Fig. 1: run 1, signal wires on met3
Scale bar: 20 µm. Cells faint in the background.
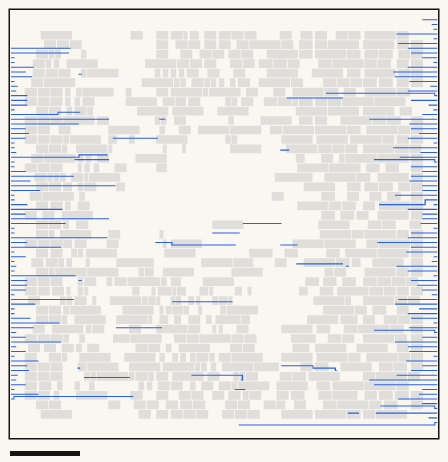
Fig. 2: run 1, selected gate families
Scale bar: 20 µm.
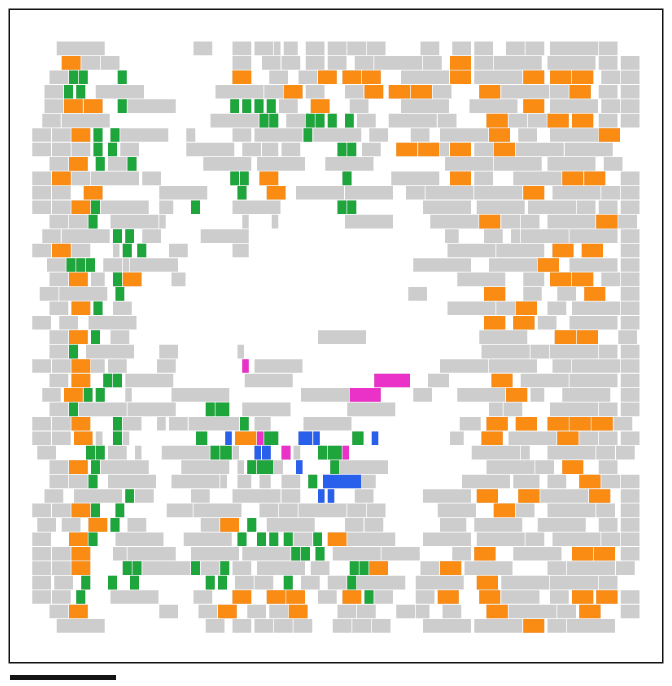
Fig. 3: run 1, track usage over the die
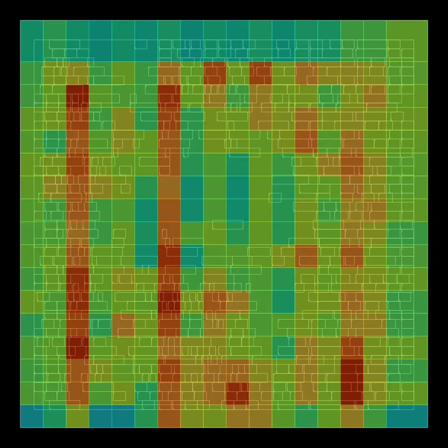
Fig. 4: run 1, zoomed window
Scale bar: 10 µm. Region (72, 11) to (112, 51) µm. Cells in grey, sequential cells in the stronger grey; small squares are vias.
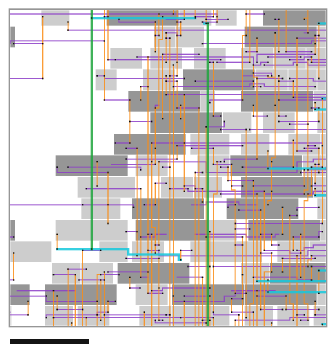
$ cat config.mk
export PLATFORM = sky130hd
export DESIGN_NAME = ram_arbiter_flat
export DESIGN_NICKNAME = d
export VERILOG_FILES = /design/src/rtl/ram_arbiter_if.sv /design/src/rtl/ram_arbiter.sv /design/src/flat_wrapper.sv
export SDC_FILE = /design/constraint.sdc
export NUM_CORES = 1
export LEC_CHECK = 0
export CAP_MARGIN = 10
export CORE_MARGIN = 4
export CORE_UTILIZATION = 37
export DETAILED_ROUTE_END_ITERATION = 8
export GPL_TIMING_DRIVEN = 0
export PLACE_DENSITY = 0.83
export SLEW_MARGIN = 20
export SYNTH_ARGS = -nofsm -noshare
export SYNTH_HDL_FRONTEND = slang
export SYNTH_SLANG_ARGS = --single-unit
$ cat constraint.sdc
create_clock -name CLK -period 4 [get_ports CLK]
set_input_delay 1.2 -clock CLK [delete_from_list [all_inputs] [get_ports CLK]]
set_output_delay 1.2 -clock CLK [all_outputs]
set_load 0.01 [all_outputs]
$ cat src/rtl/ram_arbiter_if.sv
// Port bundle for ram_arbiter: two request masters, the RAM MFA/MFC port and
// the grant/err status lines.
// Handshake (four-phase, both sides): a requester raises mfa and holds it and
// its rw/size/addr/wdata until it sees mfc; the responder then holds mfc high
// until it samples mfa low. The RAM side follows the same ram_mfa/ram_mfc rules.
interface ram_arbiter_if #(
  parameter int ADDR_W = 8,
  parameter int DATA_W = 32
);
  logic              m0_mfa;
  logic              m0_rw;
  logic [1:0]        m0_size;
  logic [ADDR_W-1:0] m0_addr;
  logic [DATA_W-1:0] m0_wdata;
  logic              m0_mfc;
  logic [DATA_W-1:0] m0_rdata;

  logic              m1_mfa;
  logic              m1_rw;
  logic [1:0]        m1_size;
  logic [ADDR_W-1:0] m1_addr;
  logic [DATA_W-1:0] m1_wdata;
  logic              m1_mfc;
  logic [DATA_W-1:0] m1_rdata;

  logic              ram_mfa;
  logic              ram_rw;
  logic [1:0]        ram_size;
  logic [ADDR_W-1:0] ram_addr;
  logic [DATA_W-1:0] ram_wdata;
  logic [DATA_W-1:0] ram_rdata;
  logic              ram_mfc;

  logic [1:0]        grant;
  logic              err;

  modport slave (
    input  m0_mfa, m0_rw, m0_size, m0_addr, m0_wdata,
    output m0_mfc, m0_rdata,
    input  m1_mfa, m1_rw, m1_size, m1_addr, m1_wdata,
    output m1_mfc, m1_rdata,
    output ram_mfa, ram_rw, ram_size, ram_addr, ram_wdata,
    input  ram_rdata, ram_mfc,
    output grant, err
  );

  modport master (
    output m0_mfa, m0_rw, m0_size, m0_addr, m0_wdata,
    input  m0_mfc, m0_rdata,
    output m1_mfa, m1_rw, m1_size, m1_addr, m1_wdata,
    input  m1_mfc, m1_rdata,
    input  ram_mfa, ram_rw, ram_size, ram_addr, ram_wdata,
    output ram_rdata, ram_mfc,
    input  grant, err
  );
endinterface

$ cat src/rtl/ram_arbiter.sv
// Round-robin two-master arbiter in front of the RAM MFA/MFC port; all outputs
// registered. Optional MFC timeout with sticky err when RAM_ARB_TIMEOUT_EN is defined.
module ram_arbiter #(
  parameter int ADDR_W      = 8,
  parameter int DATA_W      = 32,
  parameter int MFC_TIMEOUT = 15
) (
  input  logic          CLK,
  input  logic          Reset,
  ram_arbiter_if.slave  bus,
  output logic [1:0]    state_o
);

  typedef enum logic [1:0] {
    IDLE    = 2'd0,
    ACCESS  = 2'd1,
    RELEASE = 2'd2
  } state_t;

  state_t            state_q, state_d;
  logic              owner_q, owner_d;
  logic              last_q, last_d;
  logic              rw_q, rw_d;
  logic [1:0]        size_q, size_d;
  logic [ADDR_W-1:0] addr_q, addr_d;
  logic [DATA_W-1:0] wdata_q, wdata_d;
  logic              ram_mfa_q, ram_mfa_d;
  logic [1:0]        grant_q, grant_d;
  logic [1:0]        mfc_q, mfc_d;
  logic [DATA_W-1:0] rdata0_q, rdata0_d;
  logic [DATA_W-1:0] rdata1_q, rdata1_d;
  logic              pick;
  logic              owner_mfa;
`ifdef RAM_ARB_TIMEOUT_EN
  logic [3:0]        cnt_q, cnt_d;
  logic              err_q, err_d;
`endif

  assign owner_mfa = owner_q ? bus.m1_mfa : bus.m0_mfa;

  always_comb begin
    state_d   = state_q;
    owner_d   = owner_q;
    last_d    = last_q;
    rw_d      = rw_q;
    size_d    = size_q;
    addr_d    = addr_q;
    wdata_d   = wdata_q;
    ram_mfa_d = ram_mfa_q;
    grant_d   = grant_q;
    mfc_d     = mfc_q;
    rdata0_d  = rdata0_q;
    rdata1_d  = rdata1_q;
    pick      = 1'b0;
`ifdef RAM_ARB_TIMEOUT_EN
    cnt_d     = cnt_q;
    err_d     = err_q;
`endif
    unique case (state_q)
      IDLE: begin
        if (bus.m0_mfa || bus.m1_mfa) begin
          // Under contention serve the master not served last; a lone requester always wins.
          pick      = (bus.m0_mfa && bus.m1_mfa) ? ~last_q : bus.m1_mfa;
          owner_d   = pick;
          last_d    = pick;
          rw_d      = pick ? bus.m1_rw    : bus.m0_rw;
          size_d    = pick ? bus.m1_size  : bus.m0_size;
          addr_d    = pick ? bus.m1_addr  : bus.m0_addr;
          wdata_d   = pick ? bus.m1_wdata : bus.m0_wdata;
          ram_mfa_d = 1'b1;
          grant_d   = pick ? 2'b10 : 2'b01;
          state_d   = ACCESS;
`ifdef RAM_ARB_TIMEOUT_EN
          cnt_d     = 4'd0;
`endif
        end
      end
      ACCESS: begin
        if (bus.ram_mfc) begin
          ram_mfa_d = 1'b0;
          mfc_d     = owner_q ? 2'b10 : 2'b01;
          if (!rw_q) begin
            if (owner_q) rdata1_d = bus.ram_rdata;
            else         rdata0_d = bus.ram_rdata;
          end
          state_d   = RELEASE;
        end
`ifdef RAM_ARB_TIMEOUT_EN
        else if (cnt_q == 4'(MFC_TIMEOUT - 1)) begin
          ram_mfa_d = 1'b0;
          mfc_d     = owner_q ? 2'b10 : 2'b01;
          if (owner_q) rdata1_d = '0;
          else         rdata0_d = '0;
          err_d     = 1'b1;
          state_d   = RELEASE;
        end else begin
          cnt_d     = cnt_q + 4'd1;
        end
`endif
      end
      RELEASE: begin
        if (!owner_mfa) begin
          mfc_d   = 2'b00;
          grant_d = 2'b00;
          state_d = IDLE;
        end
      end
      default: state_d = IDLE;
    endcase
  end

  always_ff @(posedge CLK or posedge Reset) begin
    if (Reset) begin
      state_q   <= IDLE;
      owner_q   <= 1'b0;
      last_q    <= 1'b1;
      rw_q      <= 1'b0;
      size_q    <= 2'b00;
      addr_q    <= '0;
      wdata_q   <= '0;
      ram_mfa_q <= 1'b0;
      grant_q   <= 2'b00;
      mfc_q     <= 2'b00;
      rdata0_q  <= '0;
      rdata1_q  <= '0;
`ifdef RAM_ARB_TIMEOUT_EN
      cnt_q     <= 4'd0;
      err_q     <= 1'b0;
`endif
    end else begin
      state_q   <= state_d;
      owner_q   <= owner_d;
      last_q    <= last_d;
      rw_q      <= rw_d;
      size_q    <= size_d;
      addr_q    <= addr_d;
      wdata_q   <= wdata_d;
      ram_mfa_q <= ram_mfa_d;
      grant_q   <= grant_d;
      mfc_q     <= mfc_d;
      rdata0_q  <= rdata0_d;
      rdata1_q  <= rdata1_d;
`ifdef RAM_ARB_TIMEOUT_EN
      cnt_q     <= cnt_d;
      err_q     <= err_d;
`endif
    end
  end

  assign bus.ram_mfa   = ram_mfa_q;
  assign bus.ram_rw    = rw_q;
  assign bus.ram_size  = size_q;
  assign bus.ram_addr  = addr_q;
  assign bus.ram_wdata = wdata_q;
  assign bus.grant     = grant_q;
  assign bus.m0_mfc    = mfc_q[0];
  assign bus.m1_mfc    = mfc_q[1];
  assign bus.m0_rdata  = rdata0_q;
  assign bus.m1_rdata  = rdata1_q;
`ifdef RAM_ARB_TIMEOUT_EN
  assign bus.err       = err_q;
`else
  assign bus.err       = 1'b0;
`endif
  assign state_o       = state_q;

endmodule

$ cat src/flat_wrapper.sv
// flat-port wrapper written by rule: the top's interface ports become plain ports
module ram_arbiter_flat 
#(
  parameter int ADDR_W      = 8,
  parameter int DATA_W      = 32,
  parameter int MFC_TIMEOUT = 15
)
  (CLK, Reset, state_o, bus_m0_mfa, bus_m0_rw, bus_m0_size, bus_m0_addr, bus_m0_wdata, bus_m0_mfc, bus_m0_rdata, bus_m1_mfa, bus_m1_rw, bus_m1_size, bus_m1_addr, bus_m1_wdata, bus_m1_mfc, bus_m1_rdata, bus_ram_mfa, bus_ram_rw, bus_ram_size, bus_ram_addr, bus_ram_wdata, bus_ram_rdata, bus_ram_mfc, bus_grant, bus_err);
  ram_arbiter_if #(.ADDR_W(ADDR_W), .DATA_W(DATA_W)) bus_i ();
  input  logic CLK;
  input  logic Reset;
  output logic [1:0] state_o;
  input wire logic [$bits(bus_i.m0_mfa)-1:0] bus_m0_mfa;
  input wire logic [$bits(bus_i.m0_rw)-1:0] bus_m0_rw;
  input wire logic [$bits(bus_i.m0_size)-1:0] bus_m0_size;
  input wire logic [$bits(bus_i.m0_addr)-1:0] bus_m0_addr;
  input wire logic [$bits(bus_i.m0_wdata)-1:0] bus_m0_wdata;
  output wire logic [$bits(bus_i.m0_mfc)-1:0] bus_m0_mfc;
  output wire logic [$bits(bus_i.m0_rdata)-1:0] bus_m0_rdata;
  input wire logic [$bits(bus_i.m1_mfa)-1:0] bus_m1_mfa;
  input wire logic [$bits(bus_i.m1_rw)-1:0] bus_m1_rw;
  input wire logic [$bits(bus_i.m1_size)-1:0] bus_m1_size;
  input wire logic [$bits(bus_i.m1_addr)-1:0] bus_m1_addr;
  input wire logic [$bits(bus_i.m1_wdata)-1:0] bus_m1_wdata;
  output wire logic [$bits(bus_i.m1_mfc)-1:0] bus_m1_mfc;
  output wire logic [$bits(bus_i.m1_rdata)-1:0] bus_m1_rdata;
  output wire logic [$bits(bus_i.ram_mfa)-1:0] bus_ram_mfa;
  output wire logic [$bits(bus_i.ram_rw)-1:0] bus_ram_rw;
  output wire logic [$bits(bus_i.ram_size)-1:0] bus_ram_size;
  output wire logic [$bits(bus_i.ram_addr)-1:0] bus_ram_addr;
  output wire logic [$bits(bus_i.ram_wdata)-1:0] bus_ram_wdata;
  input wire logic [$bits(bus_i.ram_rdata)-1:0] bus_ram_rdata;
  input wire logic [$bits(bus_i.ram_mfc)-1:0] bus_ram_mfc;
  output wire logic [$bits(bus_i.grant)-1:0] bus_grant;
  output wire logic [$bits(bus_i.err)-1:0] bus_err;
  assign bus_i.m0_mfa = bus_m0_mfa;
  assign bus_i.m0_rw = bus_m0_rw;
  assign bus_i.m0_size = bus_m0_size;
  assign bus_i.m0_addr = bus_m0_addr;
  assign bus_i.m0_wdata = bus_m0_wdata;
  assign bus_m0_mfc = bus_i.m0_mfc;
  assign bus_m0_rdata = bus_i.m0_rdata;
  assign bus_i.m1_mfa = bus_m1_mfa;
  assign bus_i.m1_rw = bus_m1_rw;
  assign bus_i.m1_size = bus_m1_size;
  assign bus_i.m1_addr = bus_m1_addr;
  assign bus_i.m1_wdata = bus_m1_wdata;
  assign bus_m1_mfc = bus_i.m1_mfc;
  assign bus_m1_rdata = bus_i.m1_rdata;
  assign bus_ram_mfa = bus_i.ram_mfa;
  assign bus_ram_rw = bus_i.ram_rw;
  assign bus_ram_size = bus_i.ram_size;
  assign bus_ram_addr = bus_i.ram_addr;
  assign bus_ram_wdata = bus_i.ram_wdata;
  assign bus_i.ram_rdata = bus_ram_rdata;
  assign bus_i.ram_mfc = bus_ram_mfc;
  assign bus_grant = bus_i.grant;
  assign bus_err = bus_i.err;
  ram_arbiter #(.ADDR_W(ADDR_W), .DATA_W(DATA_W), .MFC_TIMEOUT(MFC_TIMEOUT)) u_core (.CLK(CLK), .Reset(Reset), .bus(bus_i), .state_o(state_o));
endmodule
==> out/qor.txt, run 1 <==
status - finished clean
AND-OR/OR-AND Cells, Area Fraction - 10.8%
FP Rows - 41
number of flip-flops and latches in the synthesized netlist - 116
fill cell instance count of the final layout - 961
routability congestion estimate from global placement - 0.795
crit-path cells - clkdlybuf4s50_1 -> o21ai_1 -> clkbuf_1 -> o21ai_0
crit path kind - input port to flop
Area growth, synth to finish - 66.3%
switching power of the nets - 2.02 mW
Total Power - 6.36 mW
Post-Layout Inst Area - 8120 µm²
TritonRoute pass-1 iters - 4
final max-slew violation count - 0
number of unique standard cell types used by synthesis - 30
Chip Footprint - 15100 µm²
DR iter-0 viols - 156
sinks on the clock net - 116
max-cap check violation count - 0
launch instance of the worst min-delay path - u_core.bus.ram_mfa$_DFFE_PP0P_
type of element launching the critical path - input port
layout net count - 753
CTS buffer count - 17
Pwr Density - 784 nW/µm²
endpoint type of the worst setup path - flop
wire length of the first global-routing pass - 21.7 mm
Final period util - 68.5%
type of the most critical hold path - flop to flop
Crit-path slowest cell - o21ai_1
largest net degree at the start of global routing - 37
count of unresolved DRC violations after routing - 0
Chip Area, Yosys - 4880 µm²
cell accounting for the most synthesized area - dfrtp_1
Combinational Power Share - 43.4%
end point of the critical path - u_core.bus.ram_addr[0]$_DFFE_PP0P_
Fmax - 0.365 GHz
-- Fig. 1 (at the start) --
The wires run mostly horizontal. The longest straight run is 56.1 µm. 170 nets have wire on it.
DRT Wirelength: 14.1 mm
global routing met3 resource utilization: 6.36%

-- Fig. 2 (at the start) --
Magenta is nor cells, cells 6. Blue is nand cells, cells 10. Orange is mux cells, cells 108, where all over the die. Green is aoi and oai cells, cells 100.
most common cell after layout, fill and taps aside: clkdlybuf4s50_1
final standard cell count with taps included and fillers excluded: 815
combinational fraction of the cell area: 22.3%

-- Fig. 3 (at the start) --
average wire per cell in the routed design: 17.3 µm
total routing usage reported by global routing: 18.9%
met1 usage in global routing: 22.0%

-- Fig. 4 (at the start) --
Purple is M1. Green is M4. Orange is M2. Cyan is M3.
Most frequent: dfrtp_1 (20), mux2_2 (19), clkdlybuf4s50_1 (12). 65 logic cells have their middle in the window. Netlist names of flops here include u_core.bus.m0_rdata (10), u_core.bus.m1_rdata (10). Sequential cells in the window: 20.

## run 1: cells in the final DEF, fill, tap and decap left out, types with 4 or more instances in the layout
cell type / Yosys / layout
clkdlybuf4s50_1: 0 / 236
dfrtp_1: 115 / 115
o21ai_0: 87 / 87
mux2_2: 63 / 63
mux2i_1: 43 / 43
clkbuf_16: 0 / 17
clkbuf_1: 13 / 13
buf_4: 9 / 9
nand2_1: 7 / 7
o21ai_1: 4 / 4
clkinvlp_4: 0 / 4
clkinv_2: 0 / 4
## run 1: state kept, by name, summed over array words and instances, names as in the netlist
| register | count |
|---|---|
| u_core.bus.ram_size | 2 |
| u_core.mfc_q | 2 |
| u_core.bus.m0_rdata | 32 |
| u_core.state_o | 2 |
| u_core.bus.m1_rdata | 32 |
| u_core.bus.ram_mfa | 1 |
| u_core.bus.ram_addr | 8 |
| u_core.last_q | 1 |
| u_core.bus.ram_wdata | 32 |
| u_core.owner_q | 1 |
| u_core.bus.ram_rw | 1 |
| u_core.bus.grant | 2 |
## run 1: Yosys cell counts
| library cell | count |
|---|---|
| buf_2 | 2 |
| o221ai_1 | 1 |
| o21ai_0 | 87 |
| nand2_1 | 7 |
| o21ai_1 | 4 |
| clkbuf_1 | 13 |
| a21oi_1 | 2 |
| a31oi_1 | 1 |
| mux2_1 | 2 |
| nand3_1 | 1 |
| mux2_2 | 63 |
| dfstp_2 | 1 |
| a21bo_2 | 1 |
| nor2_1 | 3 |
| or2_1 | 1 |
| conb_1 | 1 |
| a21boi_0 | 1 |
| dfrtp_1 | 115 |
| nor3_1 | 1 |
| nor3_4 | 1 |
| nor3b_4 | 1 |
| buf_6 | 3 |
| a211oi_1 | 1 |
| inv_1 | 2 |
| o22ai_1 | 2 |
| mux2i_1 | 43 |
| nand3b_4 | 1 |
| buf_4 | 9 |
| o211ai_1 | 1 |
| nand3b_1 | 1 |
## run 1: power by group through the flow
stage | logic (mW) | registers, mW | clock network, mW
floorplan | 0.932 | 2.34 | 0
global placement | 2.72 | 2.08 | 0
finish | 2.76 | 2.11 | 1.49
CTS | 2.81 | 2.11 | 1.52
global route | 2.99 | 2.18 | 1.58
detailed placement | 2.80 | 2.12 | 0
## run 1: tightest hold or removal path, cell delays in order (launching register included)
cell     delay, ns
dfrtp_1       0.34
nand2_1       0.05
nand2_1       0.06
## run 1: cell type report
class / count / area, µm² / share of cell area [%]
repair buffers: 239 / 2420 / 29.8
well taps: 172 / 215 / 2.65
plain buffers: 27 / 160 / 1.97
clock inverters: 12 / 129 / 1.59
flip-flops and latches: 116 / 2900 / 35.8
multi-input cells: 227 / 1810 / 22.3
clock buffers: 20 / 467 / 5.75
inverters: 2 / 11.3 / 0.139
## run 1: per-stage QoR
stage	util, %	hold WS [ns]	instances	setup slack, ns
after CTS	63.5	0.486	815	1.24
after floorplan	-	0.510	372	1.39
after global placement	58.4	0.465	780	0.386
after global routing	63.5	0.507	815	1.09
after detailed placement	58.9	0.473	783	0.841
final	63.5	0.481	815	1.26
## run 1: per-layer routing
layer	share of wire, %	GRT usage (%)	routed length, µm
met1	40	22.0	5580
met2	48	31.8	6820
met3	10	6.36	1420
met4	2.0	7.91	278
met5	0	0	0
==> run 2: changes to the inputs <==
clock period = 2.23 ns   (was 4 ns; I/O delays follow)
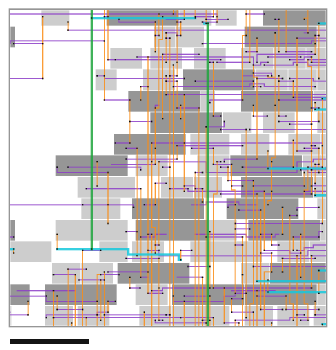
Fig. 5. Zoomed window (run 2).
Scale bar: 10 µm. Region (72, 11) to (112, 51) µm. Cells in grey, sequential cells in the stronger grey; small squares are vias.
Cyan is M3. Purple is M1. Orange is M2. Green is M4.
Sequential cells in the window: 20. 65 logic cells have their middle in the window. Most frequent: dfrtp_1 (20), mux2_2 (19), clkdlybuf4s50_1 (12). Netlist names of flops here include u_core.bus.m0_rdata (10), u_core.bus.m1_rdata (10).

==> run 2 against run 1 <==
  * Clock-buffer cell count did not move
  * Hold slack is essentially flat
  * Cell area barely moved
  * Sequential share of layout area about the same
  * Area after synthesis is the same
  * Combinational power is about 80% higher
  * Synthesized cell count stayed put
  * First-iteration DRC count rose by 29%
  * Die area unchanged
  * Critical path type is now flop to output port
==> out/qor.txt, run 2 <==
status - finished clean
layout net count - 753
crit path kind - flop to output port
number of flip-flops and latches in the synthesized netlist - 116
type of element launching the critical path - flop
most frequently placed logic cells in the final layout - clkdlybuf4s50_1 (236), dfrtp_1 (114), o21ai_0 (87)
prevailing post-synth register cell - dfrtp_1
DRT Wirelength - 14.1 mm
number of unique standard cell types used by synthesis - 30
FP Rows - 41
FF/Latch Area - 2910 µm²
total routing usage reported by global routing - 18.9%
wire length of the first global-routing pass - 21.7 mm
type of the most critical hold path - flop to flop
count of unresolved DRC violations after routing - 0
most common cell after layout, fill and taps aside - clkdlybuf4s50_1
Final period util - 95.4%
cell accounting for the most synthesized area - dfrtp_1
Chip Footprint - 15100 µm²
Gate Area - 1810 µm²
CTS buffer count - 17
max-cap check violation count - 0
sinks on the clock net - 116
top cells by count, synth - dfrtp_1 (115), o21ai_0 (87), mux2_2 (63), mux2i_1 (43), clkbuf_1 (13)
Post-Layout Inst Area - 8120 µm²
average wire per cell in the routed design - 17.3 µm
AND-OR/OR-AND Cells, Area Fraction - 10.8%
TritonRoute pass-1 iters - 4
Area growth, synth to finish - 66.5%
endpoint type of the worst setup path - output port
largest net degree at the start of global routing - 37
post-place setup slack - -0.398 ns
Chip Area, Yosys - 4880 µm²
DR iter-0 viols - 202
EDFF count, synth - 0
routability congestion estimate from global placement - 0.795
final setup slack of the worst path - 0.102 ns
top-count cell post-synth - dfrtp_1
fin util - 63.6%
crit-path cells - clkdlybuf4s50_1
fill cell instance count of the final layout - 960
[run 2: power by group]
group	switching [mW]	leakage [nW]	internal, mW	total (mW)
clock	0.948	0.288	1.73	2.68
sequential	0.604	1.41	3.18	3.78
combinational	2.08	1.78	2.88	4.96
total	3.64	3.48	7.78	11.4
[run 2: worst paths after layout]
check                                          startpoint                             endpoint  slack, ns
max                         u_core.state_o[1]$_DFFE_PP0P_                           state_o[1]       0.10
min                        u_core.bus.ram_mfa$_DFFE_PP0P_       u_core.bus.ram_mfa$_DFFE_PP0P_       0.48
max reg2reg                 u_core.state_o[1]$_DFFE_PP0P_  u_core.bus.m1_rdata[18]$_DFFE_PP0P_       0.46
min reg2reg                u_core.bus.ram_mfa$_DFFE_PP0P_       u_core.bus.ram_mfa$_DFFE_PP0P_       0.48
max in group asynchronous                           Reset        u_core.bus.ram_rw$_DFFE_PP0P_       0.86
min in group asynchronous                           Reset  u_core.bus.m1_rdata[22]$_DFFE_PP0P_       0.61
[run 2: per-stage QoR]
step                      power, mW  hold WS [ns]  cells  TNS [ns]
after detailed placement       8.81         0.473    783    -26.30
after CTS                      11.5         0.486    815         0
after floorplan                5.88         0.510    372         0
after global routing           12.1         0.507    815         0
final                          11.4         0.481    815         0
after global placement         8.61         0.465    780   -119.77
[run 2: area by class of cell]
type	instances	area share (%)
Tap cell	172	2.65
Multi-Input combinational cell	227	22.3
Inverter	2	0.139
Clock buffer	20	5.75
Timing Repair Buffer	239	29.8
Sequential cell	116	35.8
Buffer	27	1.99
Clock inverter	12	1.59
[run 2: per-layer routing]
| metal | share of wire, % | global-route usage, % | up-vias |
|---|---|---|---|
| li1 | - | - | 1855 |
| met1 | 40 | 22.0 | 1922 |
| met2 | 48 | 31.8 | 198 |
| met3 | 10 | 6.36 | 21 |
| met4 | 2.1 | 7.91 | 0 |
| met5 | 0 | 0 | - |
[run 2: logic make-up (layout without fill, tap and decap cells)]
kind of cell | Yosys count | in the layout
flip-flops | 116 | 116
multiplexers | 108 | 108
AND-OR/OR-AND | 101 | 101
buffers and inverters | 29 | 300
AND/OR/NAND/NOR | 17 | 17
other | 1 | 1
Fig. 6: run 2, track usage over the die
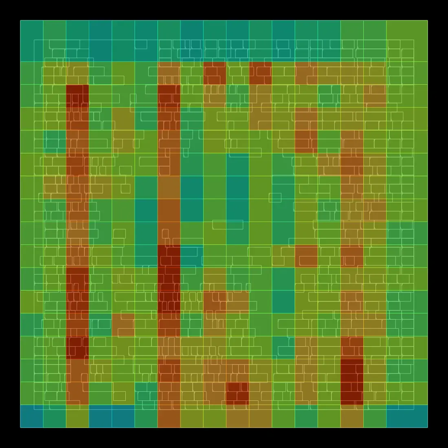

==> run 3: changes to the inputs <==
--- a/config.mk
+++ b/config.mk
@@ -12,4 +12,5 @@
 export GPL_TIMING_DRIVEN = 0
 export PLACE_DENSITY = 0.83
+export SKIP_CTS_REPAIR_TIMING = 1
 export SLEW_MARGIN = 20
 export SYNTH_ARGS = -nofsm -noshare
==> constraint.sdc (replaced) <==
create_clock -name CLK -period 2.23 [get_ports CLK]
set_input_delay 0.669 -clock CLK [delete_from_list [all_inputs] [get_ports CLK]]
set_output_delay 0.669 -clock CLK [all_outputs]
set_load 0.005 [all_outputs]
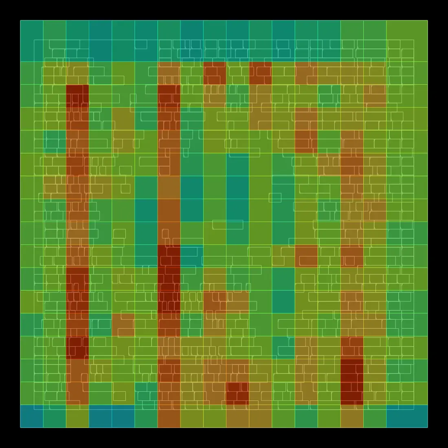
Fig. 7. Track usage over the die (run 3).
met2 routing resource usage after global routing: 31.8%
most congested layer reported by global routing: met2
average wire per cell in the routed design: 17.3 µm

==> run 3 against run 2 <==
  * Clock skew did not move
  * Sequential share of layout area barely moved
  * Clock-buffer cell count did not move
  * First-iteration DRC count did not move
  * Critical path type unchanged
  * Largest power group unchanged
==> out/qor.txt, run 3 <==
Fmax - 0.465 GHz
type of the most critical hold path - flop to flop
largest net degree at the start of global routing - 37
layout net count - 753
EDFF count, synth - 0
Chip Footprint - 15100 µm²
Chip Area, Yosys - 4880 µm²
Synth async-reset ratio - 100%
cell accounting for the most synthesized area - dfrtp_1
top-count cell post-synth - dfrtp_1
routability congestion estimate from global placement - 0.795
Crit-path slowest cell - clkdlybuf4s50_1
status - finished clean
Area growth, synth to finish - 66.4%
Pwr Density - 1360 nW/µm²
most frequently placed logic cells in the final layout - clkdlybuf4s50_1 (236), dfrtp_1 (115), o21ai_0 (87)
number of flip-flops and latches in the synthesized netlist - 116
fin util - 63.6%
total routing usage reported by global routing - 18.9%
Post-Layout Inst Area - 8120 µm²
most common cell after layout, fill and taps aside - clkdlybuf4s50_1
Worst Hold Slack - 0.481 ns
[run 3: cell counts after synthesis]
No cell type changed its count.
[run 3: layout make-up]
class / count / area (µm²)
Fill cell: 960 / 4650
Sequential cell: 116 / 2900
Timing Repair Buffer: 239 / 2420
Multi-Input combinational cell: 227 / 1810
Clock buffer: 20 / 467
Tap cell: 172 / 215
Buffer: 27 / 161
Clock inverter: 12 / 129
Inverter: 2 / 11.3
[run 3: tightest hold or removal path, stage by stage (launching register included)]
cell and delay [ns]:
dfrtp_1 0.34, nand2_1 0.05, nand2_1 0.06
[run 3: where the power goes]
group | internal (mW) | leakage [nW] | switching, mW
Combinational | 2.87 | 1.78 | 1.69
Sequential | 3.17 | 1.41 | 0.604
Clock | 1.73 | 0.288 | 0.948
[run 3: worst paths after layout]
kind / start / to / slack, ns
worst max-delay path: u_core.bus.ram_rw$_DFFE_PP0P_ / bus_ram_rw / 0.08
worst min-delay path: u_core.bus.ram_mfa$_DFFE_PP0P_ / u_core.bus.ram_mfa$_DFFE_PP0P_ / 0.48
worst max register to register: u_core.state_o[1]$_DFFE_PP0P_ / u_core.bus.m1_rdata[18]$_DFFE_PP0P_ / 0.46
worst min register to register: u_core.bus.ram_mfa$_DFFE_PP0P_ / u_core.bus.ram_mfa$_DFFE_PP0P_ / 0.48
max in group asynchronous: Reset / u_core.bus.ram_size[0]$_DFFE_PP0P_ / 0.88
min in group asynchronous: Reset / u_core.bus.m1_rdata[22]$_DFFE_PP0P_ / 0.61
[run 3: cell families (layout without fill, tap and decap cells)]
| group | after synthesis | in the layout | synth area share, % |
|---|---|---|---|
| DFF | 116 | 116 | 59.5 |
| muxes | 108 | 108 | 23.8 |
| AOI/OAI and AO/OA | 101 | 101 | 10.8 |
| buffers and inverters | 29 | 300 | 3.44 |
| and+or+nand+nor | 17 | 17 | 2.38 |
| other | 1 | 1 | 0.0768 |
[run 3: routing by layer]
metal | GRT usage (%) | part of all wire [%]
met3 | 6.36 | 10
met1 | 22.0 | 40
met5 | 0 | 0
met4 | 7.91 | 2.1
met2 | 31.8 | 48
No activity file was given, so power comes from the tool's default toggle rates.
